File: config.mk
export PLATFORM = sky130hd
export DESIGN_NAME = uart_alu_interface
export DESIGN_NICKNAME = d
export VERILOG_FILES = /design/src/rtl/uart_alu_interface.sv
export SDC_FILE = /design/constraint.sdc
export NUM_CORES = 1
export LEC_CHECK = 0
export CORE_UTILIZATION = 25
export CTS_CLUSTER_DIAMETER = 200
export DETAILED_ROUTE_END_ITERATION = 8
export PLACE_DENSITY_LB_ADDON = 0.15
export SETUP_SLACK_MARGIN = 0.3
export SYNTH_ARGS = -nofsm -noshare
export SYNTH_HDL_FRONTEND = slang
export SYNTH_SLANG_ARGS = --single-unit
File: constraint.sdc
create_clock -name i_clock -period 1.65 [get_ports i_clock]
set_input_delay 0.2475 -clock i_clock [delete_from_list [all_inputs] [get_ports i_clock]]
set_output_delay 0.2475 -clock i_clock [all_outputs]
set_load 0.01 [all_outputs]
File: src/rtl/uart_alu_interface.sv
// uart_alu_interface: collects operand A, operand B and opcode bytes from the UART
// receiver, drives them onto the combinational ALU, captures the result and requests
// one transmission. One RX->ALU->TX transaction is in flight at a time. An optional
// inter-byte timeout aborts half-received transactions.
module uart_alu_interface #(
    parameter int NB_DATA    = 8,
    parameter int NB_OP      = 6,
    parameter int NB_STATE   = 3,
    parameter int N_TIMEOUT  = 0,
    parameter int NB_TIMEOUT = 16
) (
    input  logic               i_clock,
    input  logic               i_reset_n,
    input  logic               i_rx_done_tick,
    input  logic [NB_DATA-1:0] i_rx_data,
    input  logic [NB_DATA-1:0] i_alu_result,
    input  logic               i_tx_done_tick,
    output logic [NB_DATA-1:0] o_alu_a,
    output logic [NB_DATA-1:0] o_alu_b,
    output logic [NB_OP-1:0]   o_alu_op,
    output logic               o_tx_start,
    output logic [NB_DATA-1:0] o_tx_data,
    output logic               o_busy,
    output logic               o_error
);

    typedef enum logic [NB_STATE-1:0] {
        ST_WAIT_A,
        ST_WAIT_B,
        ST_WAIT_OP,
        ST_COMPUTE,
        ST_SEND,
        ST_WAIT_TX
    } state_t;

    // A zero timeout disables the abort path entirely; the counter then stays at 0.
    localparam logic                  TIMEOUT_EN       = (N_TIMEOUT > 0);
    localparam int                    TIMEOUT_LAST_INT = (N_TIMEOUT > 0) ? (N_TIMEOUT - 1) : 0;
    localparam logic [NB_TIMEOUT-1:0] TIMEOUT_LAST     = TIMEOUT_LAST_INT[NB_TIMEOUT-1:0];

    state_t                state_q, state_d;
    logic                  rx_prev_q;
    logic [NB_DATA-1:0]    alu_a_q, alu_a_d;
    logic [NB_DATA-1:0]    alu_b_q, alu_b_d;
    logic [NB_OP-1:0]      alu_op_q, alu_op_d;
    logic [NB_DATA-1:0]    tx_data_q, tx_data_d;
    logic                  error_q, error_d;
    logic [NB_TIMEOUT-1:0] timer_q, timer_d;

    logic accept;
    logic timeout_hit;
    logic collecting;

    // Rising edge of the receiver done flag: a held-high flag counts as one byte.
    assign accept      = i_rx_done_tick & ~rx_prev_q;
    assign collecting  = (state_q == ST_WAIT_B) || (state_q == ST_WAIT_OP);
    assign timeout_hit = TIMEOUT_EN && collecting && (timer_q == TIMEOUT_LAST) && !accept;

    // Next-state, operand latching, drop detection and timeout counter.
    always_comb begin
        state_d   = state_q;
        alu_a_d   = alu_a_q;
        alu_b_d   = alu_b_q;
        alu_op_d  = alu_op_q;
        tx_data_d = tx_data_q;
        error_d   = 1'b0;
        timer_d   = '0;

        if (TIMEOUT_EN && collecting && !accept) begin
            timer_d = timer_q + NB_TIMEOUT'(1);
        end

        case (state_q)
            ST_WAIT_A: begin
                if (accept) begin
                    alu_a_d = i_rx_data;
                    state_d = ST_WAIT_B;
                end
            end
            ST_WAIT_B: begin
                if (accept) begin
                    alu_b_d = i_rx_data;
                    state_d = ST_WAIT_OP;
                end else if (timeout_hit) begin
                    error_d = 1'b1;
                    state_d = ST_WAIT_A;
                end
            end
            ST_WAIT_OP: begin
                if (accept) begin
                    alu_op_d = i_rx_data[NB_OP-1:0];
                    state_d  = ST_COMPUTE;
                end else if (timeout_hit) begin
                    error_d = 1'b1;
                    state_d = ST_WAIT_A;
                end
            end
            ST_COMPUTE: begin
                tx_data_d = i_alu_result;
                error_d   = accept;
                state_d   = ST_SEND;
            end
            ST_SEND: begin
                error_d = accept;
                state_d = ST_WAIT_TX;
            end
            ST_WAIT_TX: begin
                error_d = accept;
                if (i_tx_done_tick) begin
                    state_d = ST_WAIT_A;
                end
            end
            default: begin
                state_d = ST_WAIT_A;
            end
        endcase
    end

    // State and datapath registers; reset discards any partial transaction.
    always_ff @(posedge i_clock or negedge i_reset_n) begin
        if (!i_reset_n) begin
            state_q   <= ST_WAIT_A;
            rx_prev_q <= 1'b0;
            alu_a_q   <= '0;
            alu_b_q   <= '0;
            alu_op_q  <= '0;
            tx_data_q <= '0;
            error_q   <= 1'b0;
            timer_q   <= '0;
        end else begin
            state_q   <= state_d;
            rx_prev_q <= i_rx_done_tick;
            alu_a_q   <= alu_a_d;
            alu_b_q   <= alu_b_d;
            alu_op_q  <= alu_op_d;
            tx_data_q <= tx_data_d;
            error_q   <= error_d;
            timer_q   <= timer_d;
        end
    end

    assign o_alu_a    = alu_a_q;
    assign o_alu_b    = alu_b_q;
    assign o_alu_op   = alu_op_q;
    assign o_tx_data  = tx_data_q;
    assign o_tx_start = (state_q == ST_SEND);
    assign o_busy     = (state_q != ST_WAIT_A);
    assign o_error    = error_q;

endmodule

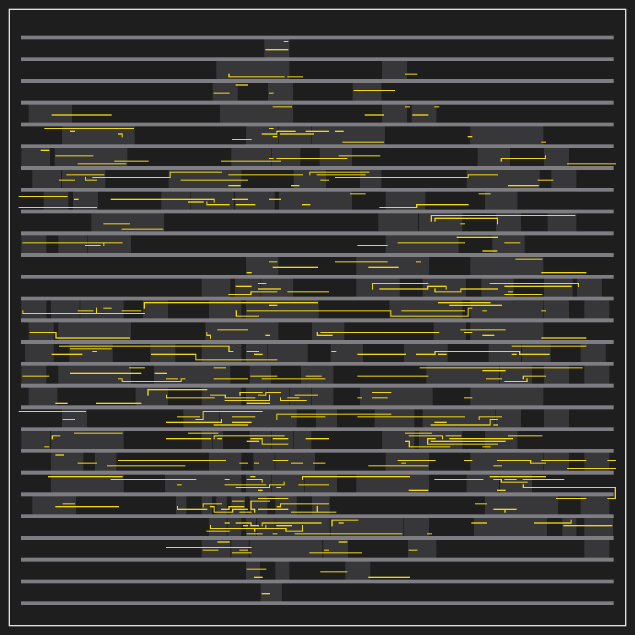
Figure 1: M1 wires.
Drawn at 8 px/um. Supply wires on this layer in grey. Cells faint in the background.
nets with wire on the layer: 148
wire length on this layer: 1290 um
main direction: horizontal
longest straight run: 21.6 um
share of all routed wire: 41%

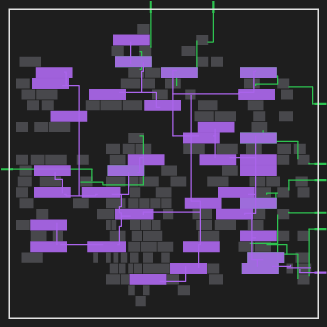
Figure 2: nets reached from selected ports.
Drawn at 4 px/um.
| colour | port | direction | edge | end cells | wire |
|---|---|---|---|---|---|
| purple | `i_reset_n` | input | right | 35 | 318 um |
| green | `o_alu_a` | output | 5 right, 2 top, 1 left | 8 | 199 um |

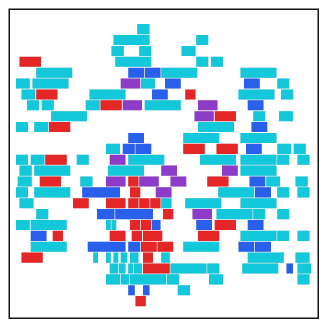
Figure 3: sizing map.
Drawn at 4 px/um.
| colour | size | cells |
|---|---|---|
| red | drive 3 to 4 | 33 |
| blue | drive 2 | 27 |
| cyan | drive 1 or less | 96 |
| purple | drive 6 and up | 12 |

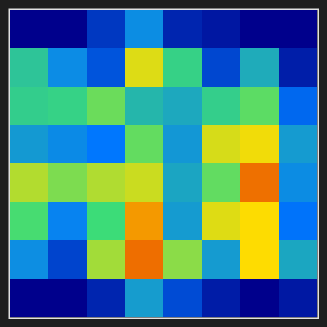
Figure 4: local utilization.
Drawn at 4 px/um. 8 x 8 tiles, from dark blue (low) to red (high), 0 to 100% covered.
mean over tiles: 37%
tiles over 75% full: 4.7%
fullest tile: 88%
emptiest ninth of the die: upper right
nearly empty tiles: 11%

==> reports/results.tsv <==
stage	metric	value	unit
run_status	status	complete, no violations	
yosys	largest cells by area after synthesis	dfrtp_1 63%, mux2_2 19%, mux2_4 6.4%, buf_6 1.6%, nand2_1 1.3%	
power	Sequential Power Share	37.7	%
floorplan	DIE HEIGHT	76.9	um
yosys	Seq share, synth	62.5	%
global_routing	GR Util All Layers	11.4	%
yosys	Main logic family	multiplexers	
timing	Setup WS post-layout	129	ps
place	Area after DPL	0.00204	mm^2
yosys	syn nets	111	
flow_run	max cap viols	0	
yosys	Top-area cell share	62.5	%
power	total power	4.03	mW
setup_path	Setup crit end kind	flop	
hold_path	hold_sp	i_rx_done_tick	
yosys	Synth area leader	dfrtp_1	
yosys	mux frac, synth	25.7	%
layout	Largest cell class	registers	
place	number of cells after detailed placement	218	
power	P_clk	0.662	mW
layout	Top Layout Cells	32 x dlygate4sd2_1, 32 x dfrtp_1, 17 x mux2_2, 17 x clkdlybuf4s50_1	
layout	clock buffer count	8	
floorplan	DIE AREA	0.00591	mm^2
power	Net Sw Power	1.25	mW
yosys	#FFs+latches synth	35	
global_routing	largest net degree at the start of global routing	21	
yosys	Adder Share, Synth	0	%
layout	NumNets Final	187	
floorplan	core area	0.00524	mm^2
timing	Fin. Hold Viols	0	
layout	inverters	0	
yosys	yosys stat chip area	0.00140	mm^2
clock_network	CTS tree	yes	
route	Detailed Routing Iterations Pass 1	3	
clock_network	clock slew at reported path FFs	70	ps
yosys	area of the mapped netlist	0.00140	mm^2
setup_path	Worst Path Buf+Inv	1	
setup_path	Worst Reg-to-Reg Cells	4	
power	Internal	2.78	mW
yosys	top-count cell post-synth	dfrtp_1	
route	via count	1024	
hold_path	Hold WC Path Type	in -> reg	
layout	flop count	35	
layout	filler cell count	495	
layout	Flop area	880	um^2
clock_network	worst skew pair latency	280	ps
layout	Area Growth Syn to Fin	62.6	%
timing	cycle use final	92.2	%
yosys	Post-Syn Instances	91	
floorplan	die width	76.9	um
layout	Comb/total area	25.5	%
clock_network	root buffer cell	clkbuf_8	
power	Max IR drop VDD	0.000853	V
layout	Final clock-cell share	4.39	%
layout	Seq/total area	38.6	%
yosys	yosys cell count	91	
route	mean routed wirelength per cell	13.4	um
timing	Setup TNS Final	0	ps
route	DRT Wirelength	3180	um
yosys	Async SR Flop Fraction	100	%
global_routing	vias in the first global route	1105	
global_routing	met2 global-route usage	19.0	%
clock_network	CTS Sinks	35	
yosys	simple share	8.30	%
setup_path	highest net fanout along the worst path	6	
route	metal2 WL	1510	um
global_routing	met1 Use GR	12.6	%
yosys	Main synth FF type	dfrtp_1	
setup_path	Worst path max stage delay	430	ps
route	DRC violations left	0	
floorplan	Ports	53	
clock_network	total CTS buffers	5	
layout	Gate Area	582	um^2
clock_network	CTS Hold Bufs	1	
route	wl on met1	1290	um
setup_path	crit path to	o_alu_op[4]	
setup_path	reg-to-reg slack, setup	130	ps
yosys	syn avg cell area	15.4	um^2
floorplan	Tapcells	70	
Power figures rest on the tool's default switching activity, not on a simulated workload.
